[src/rtl/arp_resolver.sv]
// ARP initiator: resolves a target IPv4 address via a one-entry cache or ARP request/reply, retrying on timeout.
// Latency: cache hit done at req+2; on a miss the first arp_tx_start is at req+2, done 1 cycle after the matching reply.
// Backpressure: none; resolve_req is ignored while busy, arp_tx_done paces each request.
module arp_resolver #(
    parameter int unsigned TIMEOUT_CYC = 125_000_000,
    parameter int unsigned MAX_RETRY   = 3,
    parameter logic [31:0] AGE_CYC     = 32'hFFFF_FFFF
) (
    input  logic        gmii_txc,
    input  logic        rst_n,
    input  logic        resolve_req,
    input  logic [31:0] target_ip,
    input  logic        cache_flush,
    input  logic        arp_rx_done,
    input  logic        arp_rx_type,
    input  logic [47:0] pc_mac,
    input  logic [31:0] pc_ip,
    input  logic        arp_tx_done,
    output logic        arp_tx_start,
    output logic        arp_tx_type,
    output logic [31:0] arp_tx_ip,
    output logic        resolve_busy,
    output logic        resolve_done,
    output logic        resolve_ok,
    output logic [47:0] dst_mac,
    output logic        cache_valid
);
    typedef enum logic [2:0] {IDLE, CHECK, SEND, WAIT_TX, WAIT_RPLY, DONE} state_t;

    localparam logic [31:0] TMO_LAST  = 32'(TIMEOUT_CYC - 1);
    localparam logic [3:0]  RETRY_LIM = 4'(MAX_RETRY);
    localparam logic [31:0] AGE_LAST  = AGE_CYC - 32'd1;

    state_t      state, state_nxt;
    logic [31:0] cache_ip;
    logic [31:0] timer;
    logic [31:0] age;
    logic [3:0]  retry_cnt;
    logic        ok_q;
    logic        is_reply, match, listening, fill, refresh, hit, tmo;

    assign is_reply  = arp_rx_done & arp_rx_type;
    assign match     = is_reply & (pc_ip == arp_tx_ip);
    assign listening = (state == WAIT_TX) | (state == WAIT_RPLY);
    assign fill      = listening & match;
    assign refresh   = is_reply & cache_valid & (pc_ip == cache_ip);
    // A flush arriving with the lookup turns a would-be hit into a miss.
    assign hit       = cache_valid & ~cache_flush & (cache_ip == arp_tx_ip);
    assign tmo       = (state == WAIT_RPLY) & (timer == TMO_LAST);

    always_comb begin
        state_nxt    = state;
        arp_tx_start = 1'b0;
        arp_tx_type  = 1'b0;
        resolve_busy = (state != IDLE);
        resolve_done = 1'b0;
        resolve_ok   = 1'b0;
        case (state)
            IDLE:      if (resolve_req) state_nxt = CHECK;
            CHECK:     state_nxt = hit ? DONE : SEND;
            SEND: begin
                arp_tx_start = 1'b1;
                state_nxt    = WAIT_TX;
            end
            WAIT_TX: begin
                if (match)            state_nxt = DONE;
                else if (arp_tx_done) state_nxt = WAIT_RPLY;
            end
            WAIT_RPLY: begin
                if (match)    state_nxt = DONE;
                else if (tmo) state_nxt = (retry_cnt == RETRY_LIM) ? DONE : SEND;
            end
            DONE: begin
                resolve_done = 1'b1;
                resolve_ok   = ok_q;
                state_nxt    = IDLE;
            end
            default:   state_nxt = IDLE;
        endcase
    end

    always_ff @(posedge gmii_txc or negedge rst_n) begin
        if (!rst_n) begin
            state     <= IDLE;
            arp_tx_ip <= '0;
            retry_cnt <= '0;
            timer     <= '0;
            ok_q      <= 1'b0;
        end else begin
            state <= state_nxt;
            case (state)
                IDLE: if (resolve_req) begin
                    arp_tx_ip <= target_ip;
                    retry_cnt <= '0;
                end
                SEND:      retry_cnt <= retry_cnt + 4'd1;
                WAIT_TX:   timer <= '0;
                WAIT_RPLY: timer <= timer + 32'd1;
                default:   ;
            endcase
            // Entering DONE from CHECK means a hit; from a listening state only a match is success.
            if (state_nxt == DONE) ok_q <= (state == CHECK) | match;
        end
    end

    always_ff @(posedge gmii_txc or negedge rst_n) begin
        if (!rst_n) begin
            cache_valid <= 1'b0;
            cache_ip    <= '0;
            dst_mac     <= '0;
            age         <= '0;
        end else if (fill) begin
            cache_ip    <= arp_tx_ip;
            dst_mac     <= pc_mac;
            cache_valid <= 1'b1;
            age         <= '0;
        end else if (refresh) begin
            dst_mac <= pc_mac;
            age     <= '0;
        end else if (cache_flush) begin
            cache_valid <= 1'b0;
            age         <= '0;
        end else if (cache_valid) begin
            if (age == AGE_LAST) begin
                cache_valid <= 1'b0;
                age         <= '0;
            end else begin
                age <= age + 32'd1;
            end
        end
    end
endmodule

[config.mk]
export PLATFORM = sky130hd
export DESIGN_NAME = arp_resolver
export DESIGN_NICKNAME = d
export VERILOG_FILES = /design/src/rtl/arp_resolver.sv
export SDC_FILE = /design/constraint.sdc
export NUM_CORES = 1
export LEC_CHECK = 0
export CAP_MARGIN = 20
export CORE_MARGIN = 1.5
export CORE_UTILIZATION = 46
export CTS_BUF_LIST = sky130_fd_sc_hd__clkbuf_16
export DETAILED_ROUTE_END_ITERATION = 7
export PLACE_DENSITY = 0.77
export SLEW_MARGIN = 15
export SYNTH_ARGS = -nofsm -noshare
export SYNTH_HDL_FRONTEND = slang
export SYNTH_SLANG_ARGS = --single-unit
[constraint.sdc]
create_clock -name gmii_txc -period 2.62 [get_ports gmii_txc]
set_clock_uncertainty 0.05 [all_clocks]
set_input_delay 0.786 -clock gmii_txc [delete_from_list [all_inputs] [get_ports gmii_txc]]
set_output_delay 0.786 -clock gmii_txc [all_outputs]
set_load 0.01 [all_outputs]
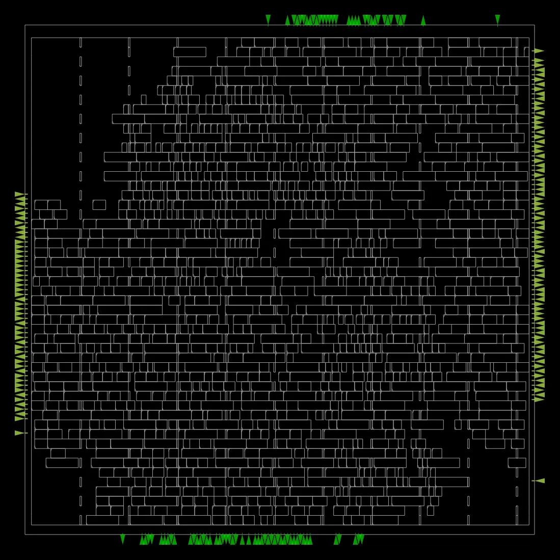
(run_1/placed.png)
seq_cells: 185
total of fill cells in the finished design: 1,473
number of non-filler instances in the completed layout: 1,436
well-tap cell count: 265

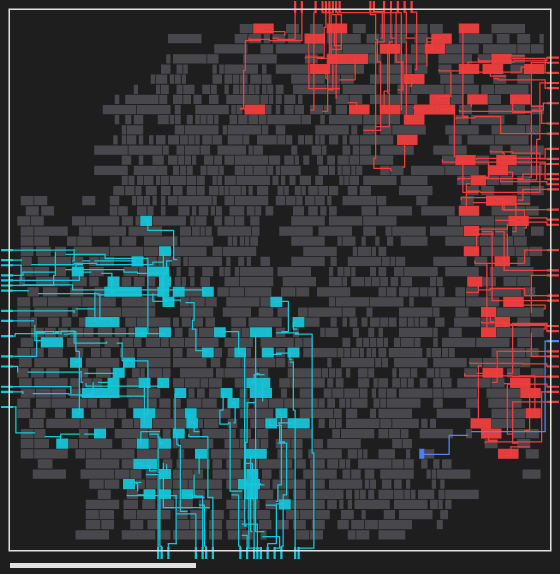
(run_1/port_trees.png)
Bar = 50 um.
- cyan: pc_ip (bits 32; direction input; end cells 64; buffers 51; wire 1,570 um)
- red: pc_mac (bits 48; direction input; end cells 48; buffers 48; wire 1,630 um)
- blue: arp_tx_start (bits 1; direction output; end cells 1; buffers 1; wire 62.5 um)
IO Pins: 205
count of input and output buffers: 203

==> run summary, run 1 <==
The implementation run finished. CTS sink count landed at ~190. The worst setup path is captured at a flop. Per Yosys stat, the portion of area used by sequential elements is 0.499. The data arrival time reported for the critical path is around 2.9 ns. Xor and xnor area share after synthesis landed at 0.0934. Entering global routing, the biggest net connects ~62 pins. Total routing usage reported by global routing landed at 0.248. Ratio of cells with drive above 1 in the final layout landed at 0.250. The capture point of the worst register-to-register path is recorded as dst_mac[6]$_DFFE_PN0P_. The final layout report lists a non-clock buffer count of 320.

The synthesis run identifies the leading combinational cell family as simple AND/OR/NAND/NOR gates. Synthesis produced a netlist with a net count of just under 1,000. Setup repair after global routing could not meet its margin everywhere. Final critical-path setup slack landed at -0.000107 ns. The worst pin sits at a relative slew slack of 0.590. Total length of routed met3 wires landed at roughly 1.4 mm. Cell leakage power landed at about 5.8 nW. In this run the cell area of the synthesized design comes to 9280 um^2. Total power landed at 0.00898 W. Measured in cells, the most critical reg-to-reg path has a length of 8. For the finished layout, the period the worst path requires is 2.62 ns. STA on the placed design reports a worst setup slack of -0.911 ns. Via count normalized by instance count landed at 5.52. Layout-stage area growth over the synthesis result landed at 44.0%. The number of maximum-capacitance violations recorded for the run is 0. The area taken by multi-input combinational cells is reported as 4720 um^2.

Post-synthesis cell count from yosys landed at between 800 and 900. Sorting the synthesis cell report by count puts at the top sky130_fd_sc_hd__dfrtp_1. The clock H-tree reported by CTS has 4 levels. The fraction of final cell area spent on clock buffers and inverters in this run is 0.0427. Average routed wire per standard cell landed at 18.0 um. Net switching fraction of the power landed at 0.326.

Cell area after layout landed at between 10,000 and 15,000 um^2. Of the total power, combinational logic draws 0.324. A synthesized cell averages 10.9 um^2.

The worst setup path is of the in -> reg kind. Hold timing on the final database bottoms out at a slack of around 0.27 ns. The share of the core area taken by cells at floorplan is 0.472. Nets still carrying antenna violations after routing amount to 0.

Switching power of the nets landed at just under 0.003 W. OpenSTA lists the critical path endpoint as dst_mac[6]$_DFFE_PN0P_. The layout has 17 clock buffers.

In the global route stage, met1 resource usage came out at 0.322. For this run, the chip area from Yosys synthesis comes to between 9000 and 10,000 um^2. In this run, synthesis produced a sequential element count of around 190.

The most used flip-flop cell after synthesis is sky130_fd_sc_hd__dfrtp_1. Of the total synthesized cell area, the portion taken by AND, OR, NAND and NOR gates is 0.152. The logs give a warning total of 30. In the finished design, the share of the clock period the worst path needs comes to 1.00. The final reports fail on negative setup slack. Maximum clock rate landed at around 380 MHz. Flip-flop and latch power landed at 0.00355 W.

Looking at the reg2reg group, the worst path starts from arp_tx_ip[16]$_DFFE_PN0P_. Setup violations remaining at the end of the flow were counted as 1. The run finished, with violations left. In this run, placement finished with an instance count of roughly 1,400. CTS placed an instance of sky130_fd_sc_hd__clkbuf_16 at the clock tree root. The detailed router reports a met2 wire length of between 10 and 15 mm. The DRC violation total left in the routed layout is recorded as 0. Top fanout value on the critical path landed at 7. Aggregate global routing overflow landed at 0. Number of library cell types mapped by synthesis landed at 51.

The first global-routing pass estimated between 40 and 50 mm of wire. After floorplanning, the core was divided into just over 50 placement rows. CTS added clock buffers totalling 17.
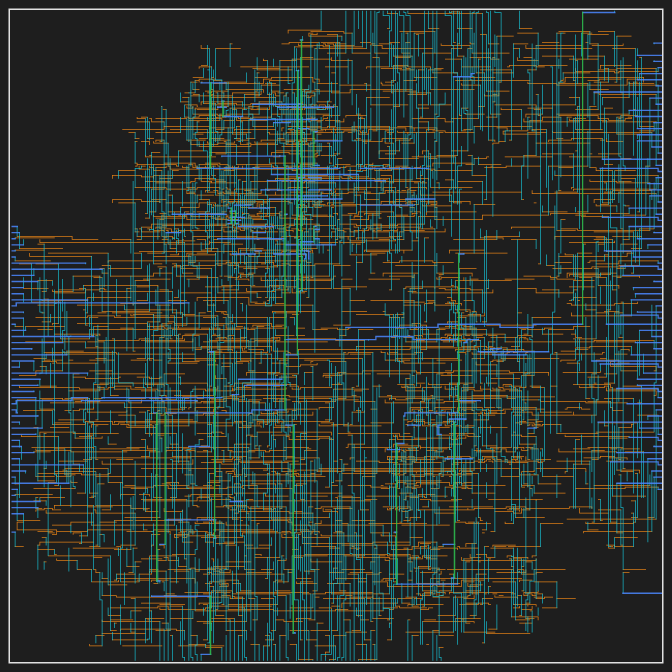
(run_1/layers.png)
- orange: M1 (wire length 11,200 um)
- cyan: M2 (wire length 12,700 um)
- green: M4 (wire length 553 um)
- blue: M3 (wire length 1,380 um)

==> run 1: worst max-delay path: stages <==
cell and delay, ns:
sky130_fd_sc_hd__buf_6 0.10, sky130_fd_sc_hd__xnor2_2 0.17, sky130_fd_sc_hd__nand4_1 0.13, sky130_fd_sc_hd__or4_4 0.57
sky130_fd_sc_hd__nor4_4 0.32, sky130_fd_sc_hd__a41o_4 0.19, sky130_fd_sc_hd__buf_12 0.16, sky130_fd_sc_hd__clkbuf_16 0.16
sky130_fd_sc_hd__mux2_4 0.30
==> run 1: timing repair <==
item,CTS,global route
endpoints found under the setup margin,118,92
hold buffers,0,0
cloned,3,2
pin swaps,17,19
buffers inserted,5,2
gates resized,58,63
==> run 2, diff against run 1 <==
- CORE_ASPECT_RATIO: unset -> 1.1
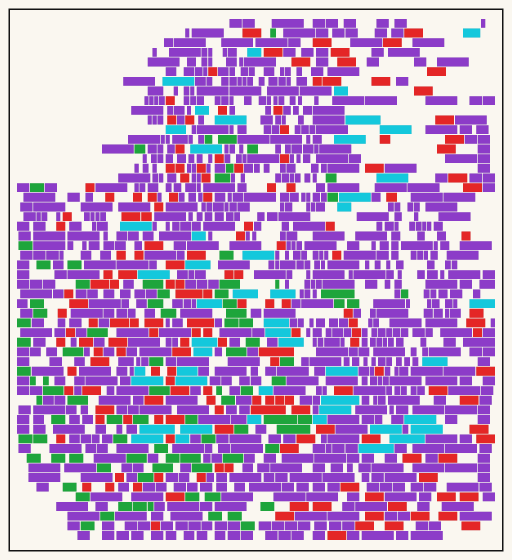
(run_2/sizing.png)
- green: x2 (cells 89; most used mux2_2)
- purple: x1 and smaller (cells 857; most used dfrtp_1)
- red: x3 and x4 (cells 169; most used buf_4)
- cyan: x6 and larger (cells 48; most used clkbuf_16)
final setup slack of the worst path: -0.0623 ns
nonclk buf count: 312

==> run 2 against run 1 <==
  * The flow still finishes with violations (negative setup slack)
  * Worst hold slack improved by 0.022 ns
  * First-iteration DRC count decreased by 3.3%
  * Core utilization grew 0.60 points
  * Sequential cell count stayed put
  * Design area increased by 1.6%
  * Fmax fell by 2.3%
  * Die area about the same
  * Worst setup slack worse by 0.062 ns
  * Wire length grew 4.9%
  * Synthesized area unchanged
  * Critical path depth is the same
==> run summary, run 2 <==
The implementation run finished. Status: complete, but fails checks (unchanged). Failing checks: negative setup slack (unchanged). The total tool warning count was 30 (unchanged).

The type of the setup path with the least slack was in -> reg (unchanged). The startpoint of the most critical register-to-register path is arp_tx_ip[2]$_DFFE_PN0P_ (was arp_tx_ip[16]$_DFFE_PN0P_). The largest net degree at the start of global routing came to 70 (was 62).

Cell leakage power landed at 5.86 nW (was 5.83 nW). The post-synth net total came to 978 (unchanged). Clock buffer count from CTS landed at 17 (unchanged).

Number of library cell types mapped by synthesis landed at 51 (unchanged). Global-route wire length before repair landed at 43.0 mm (was 41.7 mm). The end of the worst register-to-register path is dst_mac[20]$_DFFE_PN0P_ (was dst_mac[6]$_DFFE_PN0P_). The total length of routed met3 wires was 1.39 mm (was 1.38 mm). The setup slack at placement is -0.937 ns (was -0.911 ns). Ratio of cells with drive above 1 in the final layout landed at 0.263 (was 0.250).

Number of placed cells counting well taps landed at 1,369 (was 1,393). Top fanout value on the critical path landed at 7 (unchanged). Total power landed at 0.00917 W (was 0.00898 W). Average cell area after synthesis landed at 10.9 um^2 (unchanged). The worst max-slew margin expressed relative to the limit is 0.533 (was 0.590). The DRC violations left is 0 (unchanged). The average routed wire per standard cell was 19.1 um (was 18.0 um). The worst slack on hold paths came to 0.291 ns (was 0.269 ns).

Post-CTS setup buffer count landed at 8 (was 5). Net switching fraction of the power landed at 0.331 (was 0.326). Share of the cycle needed by the critical path after routing landed at 1.02 (was 1.00). The total routing usage reported by global routing came to 0.255 (was 0.248). Switching power of the nets landed at 0.00304 W (was 0.00292 W).

The highest layer used for signal routing was met4 (unchanged). Global routing usage on met1 landed at 0.325 (was 0.322). The number of failing setup endpoints in the final timing report was 75 (was 1).

Synthesis area per yosys landed at 9280 um^2 (unchanged). Post-synthesis cell count from yosys landed at 855 (unchanged). Cell area after layout landed at 13,600 um^2 (was 13,400 um^2).

Final critical-path setup slack landed at -0.0623 ns (was -0.000107 ns). H-tree depth reported by CTS landed at 4 (unchanged). Maximum clock rate landed at 373 MHz (was 382 MHz). The number of vias after detailed routing is 7,992 (was 7,928). The clock root buffer is sky130_fd_sc_hd__clkbuf_16 (unchanged). Routed length on met2 landed at 13.8 mm (was 12.7 mm).

Setup repair after global routing missed its margin: yes (unchanged). Remaining antenna violation count after routing landed at 0 (unchanged). The nature of the critical path startpoint is an input port (unchanged). Final critical-path required period landed at 2.68 ns (was 2.62 ns).

Sequential-to-total area share from yosys stat landed at 0.499 (unchanged). The most common flop cell mapped by yosys is sky130_fd_sc_hd__dfrtp_1 (unchanged). Number of buffers inserted by port buffering landed at 203 (unchanged).

The cell depth of the worst flop-to-flop path came to 8 (unchanged). Number of top-level pins landed at 205 (unchanged). The share of total power in combinational logic was 0.322 (was 0.324). Cell depth of the worst setup path landed at 9 (unchanged). The slew of the pin with the lowest slew margin came to 0.694 ns (was 0.610 ns). The most frequently used cell type in the post-synthesis netlist was sky130_fd_sc_hd__dfrtp_1 (unchanged). The number of synthesized register bits is 185 (unchanged). The cell with the biggest individual delay on the critical path is sky130_fd_sc_hd__or4_4 (unchanged).

Net total in the final layout landed at 1,273 (was 1,281). Flip-flop and latch power landed at 0.00358 W (was 0.00355 W). Layout-stage area growth over the synthesis result landed at 46.4% (was 44.0%). Data arrival time of the worst path landed at 2.96 ns (was 2.90 ns). The number of gates given a new drive strength after cts is 117 (was 58). Ordered list of cells on the worst path: clkdlybuf4s15_1 > xnor2_1 > nand4_1 > or4_4 > nor4_4 > a41o_4 > buf_12 > clkbuf_16 > mux2_4 (was buf_6 > xnor2_2 > nand4_1 > or4_4 > nor4_4 > a41o_4 > buf_12 > clkbuf_16 > mux2_4). The capture point of the critical path was dst_mac[20]$_DFFE_PN0P_ (was dst_mac[6]$_DFFE_PN0P_).

The tally of non-filler cells in the final layout was 1,418 (was 1,436). CTS sink count landed at 185 (unchanged). Via count normalized by instance count landed at 5.64 (was 5.52). Area of the mapped netlist landed at 9280 um^2 (unchanged). The capturing element type of the critical path was a flop (unchanged).

The count of hold-fix buffers inserted at cts was 0 (unchanged). Starting density of the core landed at 0.469 (was 0.472). Aggregate global routing overflow landed at 0 (unchanged).
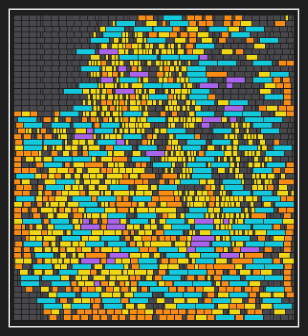
(run_2/class_map.png)
Fill, decap, tap and diode cells in grey.
- yellow: remaining logic cells (cells 634; share of their area 37%)
- cyan: sequential cells (cells 185; share of their area 35%)
- purple: clock drivers and dummy loads (cells 32; share of their area 4.6%)
- orange: remaining buffers and delay cells (cells 312; share of their area 23%)
Layout Utilization: 0.686
area of the placeable core: 19,800 um^2
num rows: 54

[run 2: cell counts after synthesis]
Identical to the previous run, type by type.
[run 2: cells by family after synthesis]
family / after synthesis / share of synthesized area
multiplexers: 116 / 0.140
flip-flops: 185 / 0.499
XOR/XNOR: 99 / 0.0934
adder cells (fa/ha/maj): 4 / 0.00539
other: 1 / 0.000404
AND/OR/NAND/NOR: 272 / 0.152
buffers and inverters: 52 / 0.0275
AND-OR/OR-AND: 126 / 0.0834
[run 2: area by class of cell]
cell class	instances	area, um^2
sequential	185	4630
clock inverter	15	180
clock buffer	17	425
inverter	16	60.1
timing repair buffer	312	3070
multi-input combinational	618	4900
fill	1413	6210
tap	252	315
antenna	3	7.51
Power and IR drop assume default switching activity.
